<file path="config.mk">
export PLATFORM = sky130hd
export DESIGN_NAME = alu_op_sequencer
export DESIGN_NICKNAME = d
export VERILOG_FILES = /design/src/rtl/alu_seq_pkg.sv /design/src/rtl/alu_op_decode.sv /design/src/rtl/alu_op_sequencer.sv
export SDC_FILE = /design/constraint.sdc
export NUM_CORES = 1
export LEC_CHECK = 0
export ABC_AREA = 1
export CAP_MARGIN = 20
export CORE_ASPECT_RATIO = 1.1
export CORE_UTILIZATION = 44
export CTS_CLUSTER_SIZE = 40
export DETAILED_ROUTE_END_ITERATION = 12
export PLACE_DENSITY = 0.79
export SYNTH_ARGS = -nofsm -noshare
export SYNTH_HDL_FRONTEND = slang
export SYNTH_HIERARCHICAL = 1
export SYNTH_SLANG_ARGS = --single-unit
</file>
<file path="constraint.sdc">
create_clock -name PHI0 -period 1.9 [get_ports PHI0]
set_input_delay 0.38 -clock PHI0 [delete_from_list [all_inputs] [get_ports PHI0]]
set_output_delay 0.38 -clock PHI0 [all_outputs]
set_load 0.03 [all_outputs]
</file>
<file path="src/rtl/alu_seq_pkg.sv">
// Shared definitions for the ALU operation sequencer: opcodes, operand and
// destination encodings, phase state enum and per-phase strobe bundles.
package alu_seq_pkg;

  localparam logic [3:0] OP_ADC    = 4'd0;
  localparam logic [3:0] OP_SBC    = 4'd1;
  localparam logic [3:0] OP_AND    = 4'd2;
  localparam logic [3:0] OP_ORA    = 4'd3;
  localparam logic [3:0] OP_EOR    = 4'd4;
  localparam logic [3:0] OP_SR     = 4'd5;
  localparam logic [3:0] OP_CMP    = 4'd6;
  localparam logic [3:0] OP_PASS   = 4'd7;
  localparam logic [3:0] OP_ADRADD = 4'd8;

  typedef enum logic [1:0] {
    BSRC_DB  = 2'd0,
    BSRC_NDB = 2'd1,
    BSRC_Z   = 2'd2,
    BSRC_ADL = 2'd3
  } bsrc_e;

  typedef enum logic [1:0] {
    DST_NONE = 2'd0,
    DST_AC   = 2'd1,
    DST_ADL  = 2'd2,
    DST_SB   = 2'd3
  } dst_e;

  typedef enum logic [1:0] {
    ST_IDLE = 2'd0,
    ST_LOAD = 2'd1,
    ST_OPER = 2'd2,
    ST_WRBK = 2'd3
  } state_e;

  // Input-latch strobes plus the accumulator-to-SB transfer used in LOAD.
  typedef struct packed {
    logic sb_add;
    logic ndb_add;
    logic db_add;
    logic z_add;
    logic adl_add;
    logic ac_sb;
  } load_strb_t;

  typedef struct packed {
    logic ands;
    logic eors;
    logic ors;
    logic srs;
    logic sums;
  } op_strb_t;

  typedef struct packed {
    logic add_sb06;
    logic add_sb7;
    logic add_adl;
    logic sb_ac;
  } xfer_strb_t;

  function automatic logic op_is_legal(input logic [3:0] op);
    return (op <= OP_ADRADD);
  endfunction

endpackage

</file>
<file path="src/rtl/alu_op_decode.sv">
// Combinational decode of the latched operation into the strobe sets used
// in each phase, plus carry/decimal controls and flag-update enables.
module alu_op_decode
  import alu_seq_pkg::*;
#(
  parameter int DEC_EN = 1
) (
  input  logic [3:0] i_op,
  input  bsrc_e      i_bsrc,
  input  dst_e       i_dst,
  input  logic       i_cin,
  input  logic       i_dmode,
  output load_strb_t o_load,
  output op_strb_t   o_oper,
  output xfer_strb_t o_wrbk,
  output logic       o_carry,
  output logic       o_daa,
  output logic       o_dsa,
  output logic       o_upd_c,
  output logic       o_upd_v,
  output logic       o_illegal
);

  bsrc_e w_bsel;
  logic  w_legal;

  // Per-phase strobe masks derived from the latched operation.
  always_comb begin
    o_load    = '0;
    o_oper    = '0;
    o_wrbk    = '0;
    o_upd_c   = 1'b0;
    o_upd_v   = 1'b0;
    w_legal   = op_is_legal(i_op);
    o_illegal = !w_legal;
    o_carry   = (i_op == OP_CMP) ? 1'b1 : i_cin;
    o_daa     = (DEC_EN != 0) && i_dmode && (i_op == OP_ADC);
    o_dsa     = (DEC_EN != 0) && i_dmode && (i_op == OP_SBC);

    // Subtract-type ops always take the inverted bus; address add always ADL.
    w_bsel = i_bsrc;
    if ((i_op == OP_SBC) || (i_op == OP_CMP)) begin
      w_bsel = BSRC_NDB;
    end else if (i_op == OP_ADRADD) begin
      w_bsel = BSRC_ADL;
    end

    // Illegal ops still load the latches but never move the accumulator.
    o_load.ac_sb  = w_legal;
    // Shift right feeds zero into the A side instead of SB.
    o_load.sb_add = (i_op != OP_SR);
    case (w_bsel)
      BSRC_DB:  o_load.db_add  = 1'b1;
      BSRC_NDB: o_load.ndb_add = 1'b1;
      BSRC_Z:   o_load.z_add   = 1'b1;
      default:  o_load.adl_add = 1'b1;
    endcase
    if (i_op == OP_SR) begin
      o_load.z_add = 1'b1;
    end

    case (i_op)
      OP_ADC, OP_SBC: begin
        o_oper.sums = 1'b1;
        o_upd_c     = 1'b1;
        o_upd_v     = 1'b1;
      end
      OP_CMP, OP_PASS, OP_ADRADD: begin
        o_oper.sums = 1'b1;
        o_upd_c     = 1'b1;
      end
      OP_AND: o_oper.ands = 1'b1;
      OP_ORA: o_oper.ors  = 1'b1;
      OP_EOR: o_oper.eors = 1'b1;
      OP_SR: begin
        o_oper.srs = 1'b1;
        o_upd_c    = 1'b1;
      end
      default: ;
    endcase

    // Compare only sets flags; its result is never written anywhere.
    if (w_legal && (i_op != OP_CMP)) begin
      case (i_dst)
        DST_AC: begin
          o_wrbk.add_sb06 = 1'b1;
          o_wrbk.add_sb7  = 1'b1;
          o_wrbk.sb_ac    = 1'b1;
        end
        DST_ADL: o_wrbk.add_adl = 1'b1;
        DST_SB: begin
          o_wrbk.add_sb06 = 1'b1;
          o_wrbk.add_sb7  = 1'b1;
        end
        default: ;
      endcase
    end
  end

endmodule

</file>
<file path="src/rtl/alu_op_sequencer.sv">
// Three-phase ALU operation sequencer: load operands, operate, write back.
// Latches the request on accept, drives ALU control strobes per phase and
// captures the ALU carry/overflow into the flag registers.
//
//   state   | meaning
//   --------+-----------------------------------------------------------
//   ST_IDLE | waiting for REQ, all strobes inactive
//   ST_LOAD | A/B input latches loaded from SB and selected B source
//   ST_OPER | ALU operation selected; flags captured at the end
//   ST_WRBK | result transferred to destination, DONE pulse, may re-accept
module alu_op_sequencer
  import alu_seq_pkg::*;
#(
  parameter int DEC_EN = 1
) (
  input  logic       PHI0,
  input  logic       n_RES,
  input  logic       REQ,
  input  logic [3:0] OP,
  input  logic [1:0] BSRC,
  input  logic [1:0] DST,
  input  logic       CIN,
  input  logic       DMODE,
  input  logic       ACR,
  input  logic       AVR,
  output logic       BUSY,
  output logic       DONE,
  output logic       ERR,
  output logic       C_OUT,
  output logic       V_OUT,
  output logic       SB_ADD,
  output logic       NDB_ADD,
  output logic       DB_ADD,
  output logic       Z_ADD,
  output logic       ADL_ADD,
  output logic       ANDS,
  output logic       EORS,
  output logic       ORS,
  output logic       SRS,
  output logic       SUMS,
  output logic       ADD_SB06,
  output logic       ADD_SB7,
  output logic       ADD_ADL,
  output logic       SB_AC,
  output logic       AC_SB,
  output logic       n_ACIN,
  output logic       n_DAA,
  output logic       n_DSA
);

  state_e     r_state;
  state_e     w_state_nxt;
  logic [3:0] r_op;
  bsrc_e      r_bsrc;
  dst_e       r_dst;
  logic       r_cin;
  logic       r_dmode;
  logic       r_c;
  logic       r_v;

  logic       w_accept;
  load_strb_t w_load;
  op_strb_t   w_oper;
  xfer_strb_t w_wrbk;
  logic       w_carry;
  logic       w_daa;
  logic       w_dsa;
  logic       w_upd_c;
  logic       w_upd_v;
  logic       w_illegal;

  assign w_accept = REQ && ((r_state == ST_IDLE) || (r_state == ST_WRBK));

  alu_op_decode #(
    .DEC_EN (DEC_EN)
  ) u_decode (
    .i_op      (r_op),
    .i_bsrc    (r_bsrc),
    .i_dst     (r_dst),
    .i_cin     (r_cin),
    .i_dmode   (r_dmode),
    .o_load    (w_load),
    .o_oper    (w_oper),
    .o_wrbk    (w_wrbk),
    .o_carry   (w_carry),
    .o_daa     (w_daa),
    .o_dsa     (w_dsa),
    .o_upd_c   (w_upd_c),
    .o_upd_v   (w_upd_v),
    .o_illegal (w_illegal)
  );

  // Phase state register.
  always_ff @(posedge PHI0 or negedge n_RES) begin
    if (!n_RES) begin
      r_state <= ST_IDLE;
    end else begin
      r_state <= w_state_nxt;
    end
  end

  // Phase sequencing; WRBK chains straight into LOAD on a pending request.
  always_comb begin
    w_state_nxt = r_state;
    case (r_state)
      ST_IDLE: if (REQ) w_state_nxt = ST_LOAD;
      ST_LOAD: w_state_nxt = ST_OPER;
      ST_OPER: w_state_nxt = ST_WRBK;
      ST_WRBK: w_state_nxt = REQ ? ST_LOAD : ST_IDLE;
      default: w_state_nxt = ST_IDLE;
    endcase
  end

  // Request fields are held for the whole operation so mid-op input changes are ignored.
  always_ff @(posedge PHI0 or negedge n_RES) begin
    if (!n_RES) begin
      r_op    <= OP_ADC;
      r_bsrc  <= BSRC_DB;
      r_dst   <= DST_NONE;
      r_cin   <= 1'b0;
      r_dmode <= 1'b0;
    end else if (w_accept) begin
      r_op    <= OP;
      r_bsrc  <= bsrc_e'(BSRC);
      r_dst   <= dst_e'(DST);
      r_cin   <= CIN;
      r_dmode <= DMODE;
    end
  end

  // Carry/overflow capture on the edge that leaves OPER.
  always_ff @(posedge PHI0 or negedge n_RES) begin
    if (!n_RES) begin
      r_c <= 1'b0;
      r_v <= 1'b0;
    end else if (r_state == ST_OPER) begin
      if (w_upd_c) r_c <= ACR;
      if (w_upd_v) r_v <= AVR;
    end
  end

  assign BUSY  = (r_state != ST_IDLE);
  assign C_OUT = r_c;
  assign V_OUT = r_v;

  // Strobe outputs gated by the current phase; decimal lines span OPER and WRBK.
  always_comb begin
    SB_ADD   = 1'b0;
    NDB_ADD  = 1'b0;
    DB_ADD   = 1'b0;
    Z_ADD    = 1'b0;
    ADL_ADD  = 1'b0;
    AC_SB    = 1'b0;
    ANDS     = 1'b0;
    EORS     = 1'b0;
    ORS      = 1'b0;
    SRS      = 1'b0;
    SUMS     = 1'b0;
    ADD_SB06 = 1'b0;
    ADD_SB7  = 1'b0;
    ADD_ADL  = 1'b0;
    SB_AC    = 1'b0;
    n_ACIN   = 1'b1;
    n_DAA    = 1'b1;
    n_DSA    = 1'b1;
    DONE     = 1'b0;
    ERR      = 1'b0;
    case (r_state)
      ST_LOAD: begin
        SB_ADD  = w_load.sb_add;
        NDB_ADD = w_load.ndb_add;
        DB_ADD  = w_load.db_add;
        Z_ADD   = w_load.z_add;
        ADL_ADD = w_load.adl_add;
        AC_SB   = w_load.ac_sb;
      end
      ST_OPER: begin
        ANDS  = w_oper.ands;
        EORS  = w_oper.eors;
        ORS   = w_oper.ors;
        SRS   = w_oper.srs;
        SUMS  = w_oper.sums;
        if (!w_illegal) n_ACIN = ~w_carry;
        n_DAA = ~w_daa;
        n_DSA = ~w_dsa;
      end
      ST_WRBK: begin
        ADD_SB06 = w_wrbk.add_sb06;
        ADD_SB7  = w_wrbk.add_sb7;
        ADD_ADL  = w_wrbk.add_adl;
        SB_AC    = w_wrbk.sb_ac;
        n_DAA    = ~w_daa;
        n_DSA    = ~w_dsa;
        DONE     = 1'b1;
        ERR      = w_illegal;
      end
      default: ;
    endcase
  end

endmodule

</file>
Fig. 1: routed clock nets over the placement
(6 px per um)
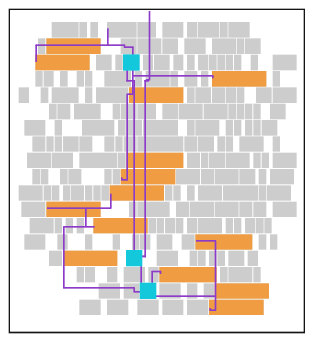
[clock wires] purple | length: 224 um
[clock-net drivers] cyan | count: 3
[flip-flops] orange | count: 14
routed clock nets: 4
clk_lat worst skew: 290 ps
clk_skew: 7.05 ps
clock power share: 7.1%
clock-net power: 0.000220 W

Fig. 2: routing congestion map
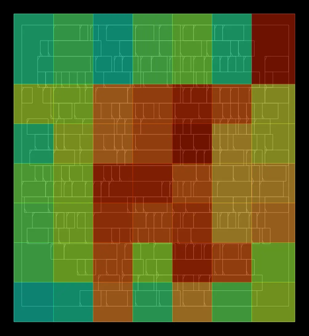
met1 usage: 23.4%
Final Util: 75.4%
met3 Usage GRT: 1.98%
met2 global-route usage: 46.3%
wire per inst: 11.9 um

Fig. 3: signal wires on met3
(4 px per um) Cells faint in the background.
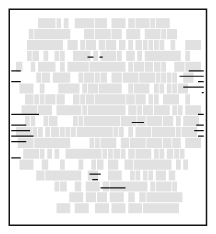
wire length on this layer: 64.6 um
longest straight run: 6.70 um
final WL: 2900 um
vias: 1181

==> results.py <==
# Flow results
metrics = {
    "outcome": {
        "status": "complete, but fails checks",
        "violations": "negative setup slack",
    },
    "placement": {
        "dp_hpwl_um": 1840,
        "port_buffers": 37,
        "finalWeightedCongestion": 0.904,
    },
    "synth": {
        "ys_cells": 164,
        "synth.avg_cell_area_um2": 6.50,
        "synthFlopType": "dfrtp_1",
        "synthAdderAreaFrac_pct": 7.04,
        "compound_area_share_pct": 3.40,
        "ys_area_um2": 1070,
        "synth.area.mux_share_pct": 0,
        "topCellsByArea": "dfrtp_1 (33%), nand2_1 (21%), inv_1 (11%)",
        "synthSimpleGateAreaFrac_pct": 40.8,
        "syn_area_um2": 1070,
        "syn_inst": 164,
        "synth-edff-count": 0,
        "syn-num-nets": 185,
        "ys_top_logic_family": "simple AND/OR/NAND/NOR gates",
        "largest_area_cell": "dfrtp_1",
        "ys_seq_share_pct": 32.9,
        "yosysMostFrequentCell": "nand2_1",
        "async_flop_share_pct": 100,
        "synth_top_area_share_pct": 32.9,
        "ys_ff": 14,
        "ys_warn_count": 6,
        "xor_share_pct": 0,
        "netlist_top_cells_count": "nand2_1 (61), inv_1 (31), dfrtp_1 (14), nand3_1 (14), nor2_1 (9)",
    },
    "layout": {
        "instances_no_fill": 244,
        "num_antenna_cells": 0,
        "layout_top_cells": "nand2_1 (52), inv_1 (23), buf_4 (17)",
        "drive_above_1_share_pct": 37.9,
        "comb_area_um2": 678,
        "finish.instance_area_um2": 1710,
        "regMostFlops": "r_op",
        "fin_nets": 236,
        "logic_gates": 112,
        "fillers": 179,
        "nonClockInverterCount": 33,
        "synthToLayoutAreaGrowth_pct": 60.8,
        "buf_share_pct": 28.1,
        "nClkBuffers": 4,
        "clk_share_pct": 2.12,
        "largest_register_ffs": 4,
        "seq_cell_count": 14,
        "lay_top_count": "nand2_1",
    },
    "route": {
        "drc": 0,
        "top_layer_used": "met4",
        "drt_iter0_drc": 18,
        "dr.pass1.iters": 4,
        "final_antenna_net_count": 0,
        "route.met2.wl_um": 1640,
        "wl_met1_um": 1130,
    },
    "setup_path": {
        "crit_type": "flip-flop to primary output",
        "path_max_fanout": 6,
        "cp-startpoint": "r_op[1]$_DFFE_PN0P_",
        "cp_top_family": "simple AND/OR/NAND/NOR gates",
        "rrSetupSlack_ps": 310,
        "crit-reg2reg-launch": "r_state[1]$_DFFE_PN0P_",
        "r2r_cells": 6,
        "critPathCaptureType": "primary output",
        "regToRegEndpoint": "r_op[1]$_DFFE_PN0P_",
        "crit_cells": 9,
        "arrival_ps": 1580,
        "crit_required_ps": 1520,
        "start_kind": "flip-flop",
    },
    "timing": {
        "slew_headroom_pct": 77.8,
        "period_needed_ps": 1960,
        "hold_slack_ps": 389,
        "fin_ws_ps": -64.2,
        "finalSetupViolCount": 7,
        "drv_slew": 0,
        "period_used_pct": 103,
        "hold_violations": 0,
    },
    "pwr": {
        "p_sw_w": 0.00162,
        "internal_power_w": 0.00146,
        "comb_power_w": 0.00223,
        "netSwitchingFraction_pct": 52.7,
        "powerDensity_nw_per_um2": 1800,
        "leakagePower_nw": 0.983,
        "power.group.top": "combinational cells",
        "ir_drop_uv": 1120,
        "seqPwrFrac_pct": 20.5,
        "p_comb_share_pct": 72.4,
    },
    "floorplan": {
        "chipArea_um2": 2620,
        "core-area_um2": 2270,
        "num_tap_cells": 30,
        "io_pins": 38,
    },
    "clock_network": {
        "htree_levels": 1,
        "cts_buffer_depth": 2,
        "post_cts_buffers": 5,
        "clock-sinks": 14,
        "ctsResizeCount": 19,
        "cts_tree": "done",
        "clk_pin_slew_ps": 90,
        "hold_buffers": 0,
        "cts_root_buf": "clkbuf_4",
    },
    "global_routing": {
        "grt_max_degree": 15,
        "antenna_found_initial": 0,
        "grt_pass1_vias": 1138,
        "busiest_layer": "met2",
        "overflow": 0,
    },
    "flow_run": {
        "tool_warnings": 34,
        "cap_violations": 0,
    },
    "min_path": {
        "hp-class": "input port to async pin",
    },
}
Fig. 4: register map, names as in the netlist
(4 px per um) Other sequential cells in the stronger grey, the rest of the logic in the fainter grey.
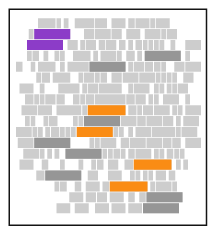
| signal | colour | sequential cells |
|---|---|---|
| `r_state` | purple | 2 |
| `r_op` | orange | 4 |
not coloured: 8
sequential power: 0.000631 W
sequential share of cell area: 20.7%
Sequential Area: 354 um^2

Fig. 5: wiring by layer
(4 px per um)
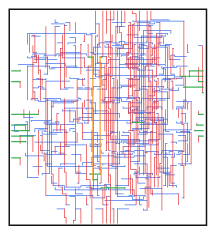
| layer | colour | wire length |
|---|---|---|
| M3 | green | 64.6 um |
| M2 | red | 1640 um |
| M4 | orange | 59.8 um |
| M1 | blue | 1130 um |
GRT Total Usage: 23.3%

No activity file was given, so power comes from the tool's default toggle rates.
